## src/rtl/vga_pkg.sv

```systemverilog
// Shared VGA timing types and 640x480@60 defaults.
package vga_pkg;

  typedef enum logic [1:0] {PH_ACTIVE, PH_FP, PH_SYNC, PH_BP} vga_phase_e;

  typedef struct packed {
    int active;
    int fp;
    int sync;
    int bp;
  } vga_axis_t;

  localparam int H_ACTIVE_DEF = 640;
  localparam int H_FP_DEF     = 16;
  localparam int H_SYNC_DEF   = 96;
  localparam int H_BP_DEF     = 48;
  localparam int V_ACTIVE_DEF = 480;
  localparam int V_FP_DEF     = 10;
  localparam int V_SYNC_DEF   = 2;
  localparam int V_BP_DEF     = 33;

  localparam int H_TOTAL = H_ACTIVE_DEF + H_FP_DEF + H_SYNC_DEF + H_BP_DEF;
  localparam int V_TOTAL = V_ACTIVE_DEF + V_FP_DEF + V_SYNC_DEF + V_BP_DEF;

  // Counter width covering the longest phase; never narrower than 1 bit.
  function automatic int cnt_width(int a, int b, int c, int d);
    int m;
    m = a;
    if (b > m) m = b;
    if (c > m) m = c;
    if (d > m) m = d;
    return ($clog2(m) < 1) ? 1 : $clog2(m);
  endfunction

endpackage

```

## src/rtl/vga_axis_fsm.sv

```systemverilog
// One raster axis: ACTIVE -> FP -> SYNC -> BP phases, each LEN steps long.
module vga_axis_fsm
  import vga_pkg::*;
#(
  parameter int LEN_ACTIVE = H_ACTIVE_DEF,
  parameter int LEN_FP     = H_FP_DEF,
  parameter int LEN_SYNC   = H_SYNC_DEF,
  parameter int LEN_BP     = H_BP_DEF,
  localparam int CW        = cnt_width(LEN_ACTIVE, LEN_FP, LEN_SYNC, LEN_BP)
) (
  input  logic          clk_i,
  input  logic          rst_ni,
  input  logic          step_i,
  output vga_phase_e    phase_o,
  output logic [CW-1:0] cnt_o,
  output logic          last_o,
  output logic          active_last_o
);

  vga_phase_e    r_phase, w_phase_nxt;
  logic [CW-1:0] r_cnt, w_cnt_nxt, w_len_m1;
  logic          w_at_end;

  always_ff @(posedge clk_i or negedge rst_ni) begin
    if (!rst_ni) begin
      r_phase <= PH_ACTIVE;
      r_cnt   <= '0;
    end else begin
      r_phase <= w_phase_nxt;
      r_cnt   <= w_cnt_nxt;
    end
  end

  always_comb begin
    w_len_m1    = CW'(LEN_ACTIVE - 1);
    w_phase_nxt = r_phase;
    w_cnt_nxt   = r_cnt;
    case (r_phase)
      PH_ACTIVE: w_len_m1 = CW'(LEN_ACTIVE - 1);
      PH_FP:     w_len_m1 = CW'(LEN_FP - 1);
      PH_SYNC:   w_len_m1 = CW'(LEN_SYNC - 1);
      PH_BP:     w_len_m1 = CW'(LEN_BP - 1);
      default:   w_len_m1 = CW'(LEN_ACTIVE - 1);
    endcase
    w_at_end = (r_cnt == w_len_m1);
    if (step_i) begin
      if (w_at_end) begin
        w_cnt_nxt = '0;
        case (r_phase)
          PH_ACTIVE: w_phase_nxt = PH_FP;
          PH_FP:     w_phase_nxt = PH_SYNC;
          PH_SYNC:   w_phase_nxt = PH_BP;
          default:   w_phase_nxt = PH_ACTIVE;
        endcase
      end else begin
        w_cnt_nxt = r_cnt + 1'b1;
      end
    end
  end

  assign phase_o       = r_phase;
  assign cnt_o         = r_cnt;
  assign last_o        = (r_phase == PH_BP) && w_at_end;
  assign active_last_o = (r_phase == PH_ACTIVE) && w_at_end;

endmodule

```

## src/rtl/vga_timing_gen.sv

```systemverilog
// VGA raster timing: registered sync, data-enable and line/frame pulses.
module vga_timing_gen
  import vga_pkg::*;
#(
  parameter int H_ACTIVE  = H_ACTIVE_DEF,
  parameter int H_FP      = H_FP_DEF,
  parameter int H_SYNC    = H_SYNC_DEF,
  parameter int H_BP      = H_BP_DEF,
  parameter int V_ACTIVE  = V_ACTIVE_DEF,
  parameter int V_FP      = V_FP_DEF,
  parameter int V_SYNC    = V_SYNC_DEF,
  parameter int V_BP      = V_BP_DEF,
  parameter bit HSYNC_POL = 1'b0,
  parameter bit VSYNC_POL = 1'b0
) (
  input  logic clk_i,
  input  logic rst_ni,
  input  logic ce_i,
  output logic hsync_o,
  output logic vsync_o,
  output logic de_o,
  output logic eol_o,
  output logic eof_o,
  output logic sof_o
);

  localparam vga_axis_t H_CFG = '{active: H_ACTIVE, fp: H_FP, sync: H_SYNC, bp: H_BP};
  localparam vga_axis_t V_CFG = '{active: V_ACTIVE, fp: V_FP, sync: V_SYNC, bp: V_BP};
  localparam int HCW = cnt_width(H_ACTIVE, H_FP, H_SYNC, H_BP);
  localparam int VCW = cnt_width(V_ACTIVE, V_FP, V_SYNC, V_BP);

  if (H_ACTIVE < 1 || H_FP < 1 || H_SYNC < 1 || H_BP < 1 ||
      V_ACTIVE < 1 || V_FP < 1 || V_SYNC < 1 || V_BP < 1) begin : g_bad_len
    $error("vga_timing_gen: every phase length must be >= 1");
  end

  vga_phase_e     w_h_phase, w_v_phase;
  logic [HCW-1:0] w_h_cnt;
  logic [VCW-1:0] w_v_cnt;
  logic           w_h_last, w_h_alast, w_v_last, w_v_alast, w_v_step, w_de;

  // Vertical advances once per line, on the final horizontal step.
  assign w_v_step = ce_i & w_h_last;

  vga_axis_fsm #(
    .LEN_ACTIVE(H_CFG.active), .LEN_FP(H_CFG.fp), .LEN_SYNC(H_CFG.sync), .LEN_BP(H_CFG.bp)
  ) u_h (
    .clk_i(clk_i), .rst_ni(rst_ni), .step_i(ce_i),
    .phase_o(w_h_phase), .cnt_o(w_h_cnt), .last_o(w_h_last), .active_last_o(w_h_alast)
  );

  vga_axis_fsm #(
    .LEN_ACTIVE(V_CFG.active), .LEN_FP(V_CFG.fp), .LEN_SYNC(V_CFG.sync), .LEN_BP(V_CFG.bp)
  ) u_v (
    .clk_i(clk_i), .rst_ni(rst_ni), .step_i(w_v_step),
    .phase_o(w_v_phase), .cnt_o(w_v_cnt), .last_o(w_v_last), .active_last_o(w_v_alast)
  );

  assign w_de = (w_h_phase == PH_ACTIVE) && (w_v_phase == PH_ACTIVE);

  // Pulses are cleared on idle cycles so each event is reported exactly once.
  always_ff @(posedge clk_i or negedge rst_ni) begin
    if (!rst_ni) begin
      hsync_o <= ~HSYNC_POL;
      vsync_o <= ~VSYNC_POL;
      de_o    <= 1'b0;
      eol_o   <= 1'b0;
      eof_o   <= 1'b0;
      sof_o   <= 1'b0;
    end else if (ce_i) begin
      hsync_o <= (w_h_phase == PH_SYNC) ? HSYNC_POL : ~HSYNC_POL;
      vsync_o <= (w_v_phase == PH_SYNC) ? VSYNC_POL : ~VSYNC_POL;
      de_o    <= w_de;
      eol_o   <= w_de & w_h_alast;
      eof_o   <= w_de & w_h_alast & w_v_alast;
      sof_o   <= w_de && (w_h_cnt == '0) && (w_v_cnt == '0);
    end else begin
      eol_o   <= 1'b0;
      eof_o   <= 1'b0;
      sof_o   <= 1'b0;
    end
  end

  logic w_unused;
  assign w_unused = w_v_last;

endmodule
```

## config.mk

```make
export PLATFORM = sky130hd
export DESIGN_NAME = vga_timing_gen
export DESIGN_NICKNAME = d
export VERILOG_FILES = /design/src/rtl/vga_pkg.sv /design/src/rtl/vga_axis_fsm.sv /design/src/rtl/vga_timing_gen.sv
export SDC_FILE = /design/constraint.sdc
export NUM_CORES = 1
export LEC_CHECK = 0
export ABC_AREA = 1
export CELL_PAD_IN_SITES_DETAIL_PLACEMENT = 0
export CELL_PAD_IN_SITES_GLOBAL_PLACEMENT = 1
export CORE_MARGIN = 2
export CORE_UTILIZATION = 48
export CTS_CLUSTER_SIZE = 16
export DETAILED_ROUTE_END_ITERATION = 12
export PLACE_DENSITY = 0.94
export SLEW_MARGIN = 20
export SYNTH_ARGS = -nofsm -noshare
export SYNTH_HDL_FRONTEND = slang
export SYNTH_SLANG_ARGS = --single-unit
```

## constraint.sdc

```tcl
create_clock -name clk_i -period 4.85 [get_ports clk_i]
set_clock_uncertainty 0.1 [all_clocks]
set_input_delay 0.97 -clock clk_i [delete_from_list [all_inputs] [get_ports clk_i]]
set_output_delay 0.97 -clock clk_i [all_outputs]
set_load 0.02 [all_outputs]
```

==> ci_impl_report.md, run 1 <==
### Flow metrics

| Metric | Value |
|---|---|
| FF-to-FF Start | `u_h.phase_o[0]$_DFFE_PN0P_` |
| Vias in the first global route | `1,472` |
| Final setup fails | `0` |
| Worst Max-Slew Pin Slew | `597 ps` |
| Number of non-clock buffers | `9` |
| Leak | `1.07 nW` |
| Max clock buf depth | `2` |
| PortBufs | `8` |
| I/O pins | `9` |
| Number of nets with antenna violations after routing | `0` |
| Peak supply drop | `0.210 mV` |
| Commonest Layout Cell | `nand2_1` |
| Clock slew at reported path FFs | `60 ps` |
| CTS tree | `yes` |
| WP buf/inv | `1` |
| Fmax | `0.405 GHz` |
| Slew Limit Headroom | `0.602` |
| R2R setup slack | `2790 ps` |
| Startpoint Class | `flop` |
| Post-cts resize count | `0` |
| DR vias/cell | `5.07` |
| Area fraction in compound gates | `0.0378` |
| Reg2Reg Depth | `11` |
| First-pass GRT wire length | `6.71 mm` |
| CP top delay family | `buffers and inverters` |
| Distinct lib cells | `29` |
| Synth Net Count | `271` |
| Post-CTS Setup Bufs | `0` |
| Number of non-clock inverters | `32` |
| Logic area | `1080 um2` |
| Initial DRC Count | `102` |
| Simple Share, Synth | `0.361` |
| Synth warnings | `0` |
| Syn Inst Count | `256` |
| Area delta synth->final | `8.95%` |
| Worst Setup EP | `vsync_o` |
| Final period util | `0.509` |
| Drt pass-1 iters | `6` |
| Registers | `29` |
| Reg2Reg Capture Point | `u_v.cnt_o[2]$_DFFE_PN0P_` |
| Die y size | `68.3 um` |
| Ys cells | `256` |
| Design Power | `643 uW` |
| Max reg flops | `10` |
| Die area | `4670 um2` |
| Total track usage | `0.197` |
| Fp util | `0.496` |
| Cell area after synthesis | `1990 um2` |
| Syn Area/Cell | `7.76 um2` |
| Yosys xor share | `0.0706` |
| Inserted Diodes | `0` |
| Clock sinks | `29` |
| Layout non-clock buf frac | `0.0405` |
| Critical path peak fanout | `2` |
| Row cnt | `23` |
| Clock root buffer | `clkbuf_8` |
| Hold WC Path Type | `flop to flop` |
| Post-synth regs | `29` |
| Crit path DRT | `3780 ps` |
| Clock buffers | `6` |
| Mux share | `0` |
| Top logic family | `simple AND/OR/NAND/NOR gates` |
| Largest class | `combinational gates` |
| Cell taking the most area after synthesis | `dfrtp_1` |
| Pwr Density | `297 nW/um2` |
| Top cells, area | `dfrtp_1 34%, nand2_1 12%, ha_1 7.6%` |
| Core ar. | `4000 um2` |
| Max-cap violations | `0` |
| Yosys stat area | `1990 um2` |
| Number of antenna violations at the first check in global routing | `0` |
| Crit-path cells | `clkdlybuf4s50_1` |
| Yosys adder share | `0.0756` |
| Clock-cell share | `0.0382` |
| Logic gate fraction of the total cell area | `0.500` |
| Dominant logic cell types in the final layout | `66 x nand2_1, 27 x nor2_1, 27 x dfrtp_1, 26 x nand3_1, 23 x inv_1` |
| CTS Buf Count | `5` |
| Worst path slowest cell | `clkdlybuf4s50_1` |
| Top cell area share | `0.340` |
| MI comb cells | `188` |
| # Taps | `50` |
| Clk latency late pin | `280 ps` |
| Status | `complete, no violations` |
| Hold Crit Depth | `2` |
| Nets@finish | `280` |
| Max stage delay on crit path | `590 ps` |
| Largest net degree at the start of global routing | `30` |
## run 1: routing by layer
metal	up-vias	global-route usage	routed length (um)	share of wire
li1	836	-	-	-
met4	0	0.0600	40	0.010
met1	733	0.277	1960	0.51
met3	4	0.0444	132	0.034
met2	28	0.300	1710	0.44
met5	-	0	0	0
## run 1: metrics by stage
stage / instance area (um2) / hold slack [ps] / cells / utilization
floorplan: 1990 / 387 / 256 / -
global placement: 2080 / 386 / 308 / 0.520
detailed placement: 2080 / 385 / 308 / 0.520
CTS: 2160 / 397 / 316 / 0.541
global route: 2160 / 428 / 316 / 0.541
finish: 2160 / 394 / 316 / 0.541
## run 1: power breakdown
| group | internal (mW) | switching [mW] | total [mW] |
|---|---|---|---|
| Sequential | 0.275 | 0.0393 | 0.315 |
| Combinational | 0.0475 | 0.0927 | 0.140 |
| Clock | 0.0992 | 0.0895 | 0.189 |
## run 1: cells in the mapped netlist, drive strengths merged
cell type   n
xor2        6
inv        32
xnor2      10
nor2       34
nor4        2
nor3        5
nand2      67
dfrtp      27
a21oi       2
o21ai      13
and2        1
nand3      29
nand4       7
dfstp       2
buf         7
ha         12
## run 1: worst min path at each step
stage	start	to	slack [ps]
after global routing	vsync_o$_DFFE_PN1P_	vsync_o$_DFFE_PN1P_	430
final	hsync_o$_DFFE_PN1P_	hsync_o$_DFFE_PN1P_	390
after detailed placement	de_o$_DFFE_PN0P_	de_o$_DFFE_PN0P_	390
after floorplan	u_h.cnt_o[8]$_DFFE_PN0P_	u_h.cnt_o[8]$_DFFE_PN0P_	390
after CTS	hsync_o$_DFFE_PN1P_	hsync_o$_DFFE_PN1P_	400
after global placement	vsync_o$_DFFE_PN1P_	vsync_o$_DFFE_PN1P_	390
run_1/ff_map.png
Other sequential cells in the stronger gray, the rest of the logic in the fainter gray.
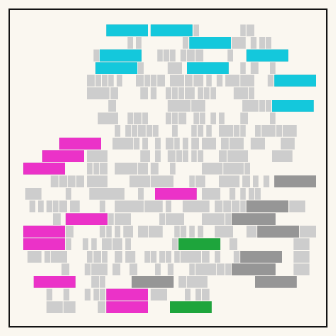
legend:
  magenta:
    signal: `u_h.cnt_o`
    flops: 10
  cyan:
    signal: `u_v.cnt_o`
    flops: 9
  green:
    signal: `u_h.phase_o`
    flops: 2
not colored: 8

run_1/m2.png
Cells faint in the background.
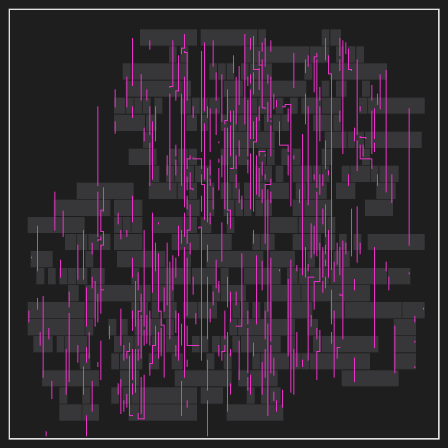
share of all routed wire: 44%
main direction: vertical
longest straight run: 31.3 um
M2 GR Usage: 0.300
Vias: 1,601
Routed Wire Length: 3.83 mm

run_1/util_map.png
7 x 7 tiles, from white (low) to dark blue (high), 0 to 100% covered.
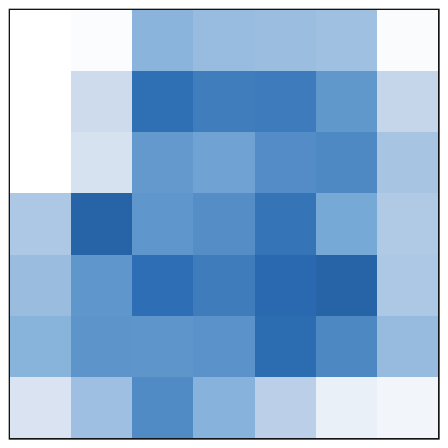
emptiest ninth of the die: upper left
mean over tiles: 45%
densest ninth of the die: center

run_1/placed.png
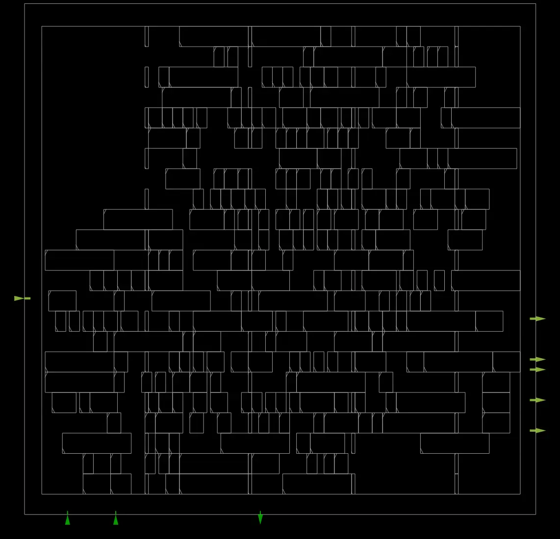
flop share of the area: 0.337
Fillers: 387
Post-Route Utilization: 0.541

run_1/m1.png
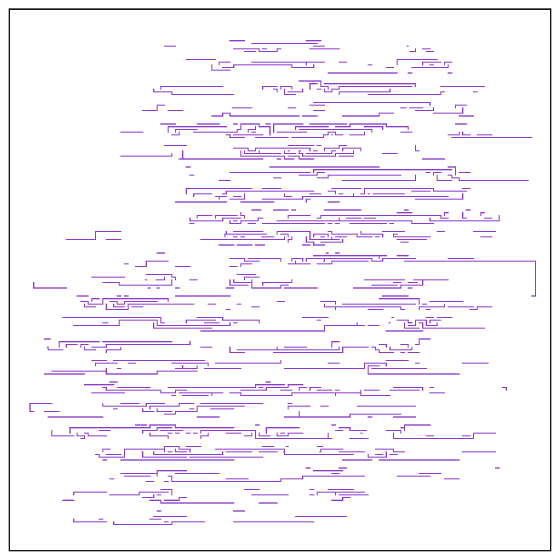

--- run 2 (diff from run 1) ---
- CORE_UTILIZATION: 48 -> 41
- PLACE_DENSITY: 0.94 -> 0.86
- clock period: 4.85 -> 2.2 ns (I/O delays scaled with it)
run_2/m1.png
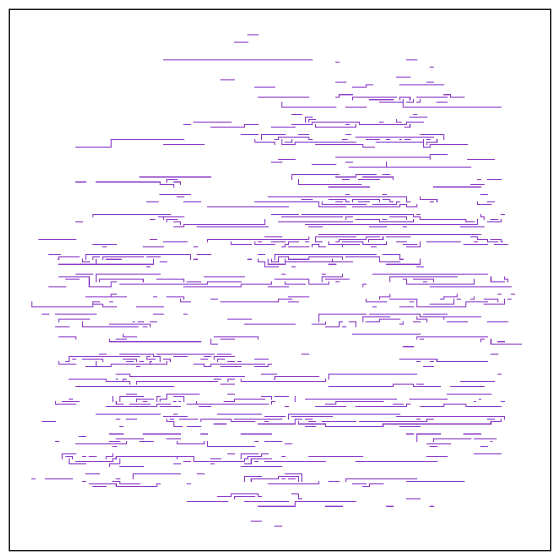
wire length on this layer: 1,990 um
main direction: horizontal
nets with wire on the layer: 249

==> run 2 against run 1 <==
Compared with the run above: register-to-register slack lost 2600 ps; clock power grew to 3.1 times the previous value; synthesized cell count is the same; critical path type is now flop to flop; highest routed layer unchanged.
==> ci_impl_report.md, run 2 <==
### Flow metrics

| Metric | Value |
|---|---|
| Synth warnings | `0 (unchanged)` |
| Row cnt | `25 (+8.7%)` |
| Logic gate fraction of the total cell area | `0.486 (-0.0146)` |
| Core ar. | `4690 um2 (+17%)` |
| Clock-cell share | `0.0539 (+0.0157)` |
| Top cell area share | `0.340 (unchanged)` |
| CTS Buf Count | `5 (unchanged)` |
| Clock sinks | `29 (unchanged)` |
| Clock buffers | `6 (unchanged)` |
| Post-cts resize count | `0 (unchanged)` |
| Area delta synth->final | `12.2%` |
| Vias in the first global route | `1,540 (+4.6%)` |
| Design Power | `1.59 mW (+150%)` |
| Worst path slowest cell | `ha_1` |
| Final period util | `0.910` |
| # placed instances | `315 (+2.3%)` |
| Layout non-clock buf frac | `0.0494 (+0.00892)` |
| First-pass GRT wire length | `7.28 mm (+8.4%)` |
| Fillers | `479 (+24%)` |
| Clock root buffer | `clkbuf_8` |
| Slew Limit Headroom | `0.605 (+0.00308)` |
| Fmax | `0.499 GHz` |
| Startpoint Class | `flop` |
| Syn Inst Count | `256 (unchanged)` |
| Peak supply drop | `0.524 mV (+150%)` |
| Leak | `1.09 nW (+2.5%)` |
| Status | `complete, no violations` |
| Critical path peak fanout | `13 (+11)` |
| Clock slew at reported path FFs | `70 ps (about the same)` |
| Post-synth regs | `29 (unchanged)` |
| DR vias/cell | `4.94 (-2.4%)` |
| Die area | `5420 um2 (+16%)` |
| Ys cells | `256 (unchanged)` |
| Cell area after synthesis | `1990 um2 (unchanged)` |
| Final setup fails | `0 (unchanged)` |
| Max reg flops | `10 (unchanged)` |
| M1 WL | `1.99 mm (+1.8%)` |
| Max clock buf depth | `2 (unchanged)` |
| Most common library cells after synthesis | `66 x nand2_1, 27 x dfrtp_1, 27 x nor2_1` |
| Syn Area/Cell | `7.76 um2 (unchanged)` |
| Cell taking the most area after synthesis | `dfrtp_1` |
| PortBufs | `8 (unchanged)` |
| Highest routed metal layer | `met4` |
| Number of non-clock inverters | `32 (unchanged)` |
| Number of non-clock buffers | `12 (+3)` |
| Max-cap violations | `0 (unchanged)` |
| Worst Max-Slew Pin Slew | `592 ps (-4.61 ps)` |
| Top cells, area | `dfrtp_1 34%, nand2_1 12%, ha_1 7.6%` |
| Nets@finish | `283 (+1.1%)` |
| Routed Wire Length | `4.05 mm (+5.5%)` |
| Die y size | `73.6 um (+7.7%)` |
| Top FF cell, synth | `dfrtp_1` |
| Logic area | `1080 um2 (unchanged)` |
| CTS tree | `yes` |
| Post-Route Utilization | `0.475 (-0.0659)` |
| Vias | `1,597 (-0.25%)` |
| Met2 routed WL | `1.93 mm (+13%)` |
| Post-synth EDFFs | `0 (unchanged)` |
| # Taps | `54 (+8.0%)` |
| Crit-path cells | `inv_1, ha_1, xnor2_1, nand2_1, nor2_1, nand3_2, nand3_1, nand2_1` |
| Fp util | `0.423 (-0.0732)` |
| Hold WC Path Type | `flop to flop` |
| Commonest Layout Cell | `nand2_1` |
-- run 2: power breakdown --
part	internal (mW)	total [mW]	switching, mW
registers	0.607	0.690	0.0828
clock network	0.368	0.581	0.213
logic	0.107	0.317	0.210
total	1.08	1.59	0.506
-- run 2: critical path, delay by kind of cell, from the launching register on --
| kind | cells | cell delay, ps |
|---|---|---|
| xor+xnor | 1 | 180 |
| fa+ha+maj | 1 | 540 |
| simple gates | 5 | 540 |
| buf+inv | 1 | 100 |
| flops | 1 | 430 |
-- run 2: per-layer routing --
metal,vias up,track usage
li1,839,-
met1,742,0.244
met2,14,0.277
met3,2,0.0370
met4,0,0.0768
met5,-,0
-- run 2: path summary, 6_finish.rpt --
| check | start | end | slack (ps) |
|---|---|---|---|
| hold / removal | de_o$_DFFE_PN0P_ | de_o$_DFFE_PN0P_ | 390 |
| hold reg to reg | de_o$_DFFE_PN0P_ | de_o$_DFFE_PN0P_ | 390 |
| max in group asynchronous | rst_ni | hsync_o$_DFFE_PN1P_ | 1240 |
| min in group asynchronous | rst_ni | u_h.cnt_o[4]$_DFFE_PN0P_ | 440 |
| setup reg to reg | u_v.phase_o[0]$_DFFE_PN0P_ | u_v.cnt_o[6]$_DFFE_PN0P_ | 200 |
| setup / recovery | u_v.phase_o[0]$_DFFE_PN0P_ | u_v.cnt_o[6]$_DFFE_PN0P_ | 200 |
-- run 2: cells by family after synthesis --
kind of cell / after synthesis / synth area share
buffers and inverters: 39 / 0.0882
adder cells (fa/ha/maj): 12 / 0.0756
flip-flops: 29 / 0.367
AND/OR/NAND/NOR: 145 / 0.361
XOR/XNOR: 16 / 0.0706
AND-OR/OR-AND: 15 / 0.0378
run_2/util_map.png
7 x 7 tiles, from white (low) to dark blue (high), 0 to 100% covered.
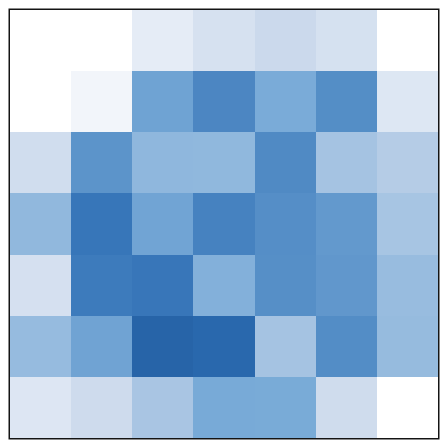

--- run 3 (diff from run 2) ---
- CORE_ASPECT_RATIO: default -> 1.5
run_3/util_map.png
6 x 9 tiles, from white (low) to dark blue (high), 0 to 100% covered.
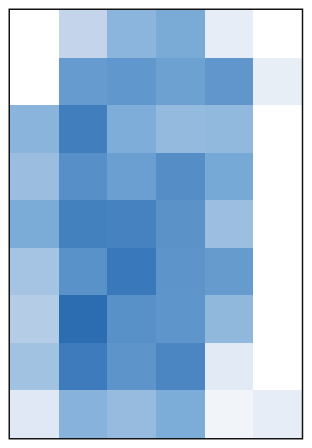
fullest tile: 76%
mean over tiles: 39%
tiles over 75% full: 1.9%

==> run 3 against run 2 <==
Compared with the run above: first-iteration DRC count down 75%; synthesized cell count unchanged; highest routed layer unchanged; sequential share of layout area up 0.18 points; flip-flop count unchanged; sequential power about the same; combinational power about the same; register-to-register slack better by 30 ps; largest power group unchanged; worst hold slack better by 1.7 ps; via count up 1.1%; area after synthesis unchanged; die size up 0.21%.
==> ci_impl_report.md, run 3 <==
### Flow metrics

| Metric | Value |
|---|---|
| Clock power frac | `0.292 (-0.074)` |
| Fp util | `0.420 (-0.00358)` |
| # placed instances | `328 (+4.1%)` |
| Post-synth regs | `29 (unchanged)` |
| WP buf/inv | `3 (+2)` |
| Critical path peak fanout | `6 (-7)` |
| Logic pwr share | `0.220 (+0.021)` |
| Startpoint Class | `flop` |
| Crit-path cells | `inv_1, ha_1, inv_1, nand2_1, nand2_1, nor2_4, nand3_4, nor3_4, inv_2, nand2_1, nand2_1` |
| PortBufs | `8 (unchanged)` |
| Clock slew at reported path FFs | `70 ps (about the same)` |
| First-pass GRT wire length | `7.33 mm (+0.66%)` |
| Fmax | `0.508 GHz (+1.7%)` |
| Area delta synth->final | `11.6%` |
| Post-Route Utilization | `0.468 (-0.00666)` |
| Nets@finish | `284 (+0.35%)` |
| Die y size | `89.2 um (+21%)` |
| Final setup fails | `0 (unchanged)` |
| Die area | `5430 um2 (+0.21%)` |
| Syn Inst Count | `256 (unchanged)` |
| CTS Buf Count | `5 (unchanged)` |
| Cell area after synthesis | `1990 um2 (unchanged)` |
| CTS tree | `yes` |
| Cell taking the most area after synthesis | `dfrtp_1` |
| Ys cells | `256 (unchanged)` |
| Vias | `1,614 (+1.1%)` |
| Max clock buf depth | `2 (unchanged)` |
| Sequential power share | `0.487 (+0.053)` |
| Fillers | `514 (+7.3%)` |
| Peak supply drop | `0.384 mV (-27%)` |
| Psw | `489 uW (-3.3%)` |
| Vias in the first global route | `1,616 (+4.9%)` |
| Slew Limit Headroom | `0.754 (+0.149)` |
| Post-synth EDFFs | `0 (unchanged)` |
| Routed Wire Length | `4.22 mm (+4.4%)` |
| Clock sinks | `29 (unchanged)` |
| Switching Fraction | `0.344 (+0.0250)` |
| CP top delay family | `simple AND/OR/NAND/NOR gates` |
| Leak | `1.08 nW (-0.79%)` |
| Power Combinational | `314 uW (about the same)` |
| Main power group | `sequential cells` |
| Status | `complete, no violations` |
| Commonest Layout Cell | `nand2_1` |
| Max-cap violations | `0 (unchanged)` |
| Hold WC Path Type | `flop to flop` |
run 3: cell families (layout without fill, tap and decap cells):
logic type	count (synthesis)	count (layout)	synth area share
AOI/OAI and AO/OA	15	15	0.0378
DFF	29	29	0.367
xor gates and xnor gates	16	16	0.0706
adders and majority gates	12	12	0.0756
and+or+nand+nor	145	145	0.361
buffers and inverters	39	53	0.0882
run 3: cell type report:
class / count / area share
multi-input cells: 188 / 0.490
clock inverters: 2 / 0.00452
flip-flops and latches: 29 / 0.329
repair buffers: 13 / 0.0531
clock buffers: 6 / 0.0327
well taps: 66 / 0.0373
inverters: 32 / 0.0542
run 3: layer usage:
layer / vias up / global-route usage / wire (um)
met2: 16 / 0.319 / 2330
met5: - / 0 / 0
met4: 0 / 0.0949 / 132
met3: 12 / 0.0318 / 76
li1: 834 / - / -
met1: 752 / 0.209 / 1690
run 3: final timing paths:
path	startpoint	end	slack, ps	cells past startpoint
min in group asynchronous	rst_ni	de_o$_DFFE_PN0P_	450	2
worst min register to register	de_o$_DFFE_PN0P_	de_o$_DFFE_PN0P_	390	2
worst max-delay path	u_h.phase_o[0]$_DFFE_PN0P_	u_v.cnt_o[4]$_DFFE_PN0P_	230	11
worst max register to register	u_h.phase_o[0]$_DFFE_PN0P_	u_v.cnt_o[4]$_DFFE_PN0P_	230	11
worst min-delay path	de_o$_DFFE_PN0P_	de_o$_DFFE_PN0P_	390	2
max in group asynchronous	rst_ni	vsync_o$_DFFE_PN1P_	1240	2
run 3: worst register-to-register path, delay by kind of cell (launching register included):
| kind | cells | cell delay, ps |
|---|---|---|
| AND/OR/NAND/NOR | 7 | 820 |
| flip-flops | 1 | 410 |
| adder cells (fa/ha/maj) | 1 | 300 |
| buffers and inverters | 3 | 240 |
Power figures rest on the tool's default switching activity, not on a simulated workload.
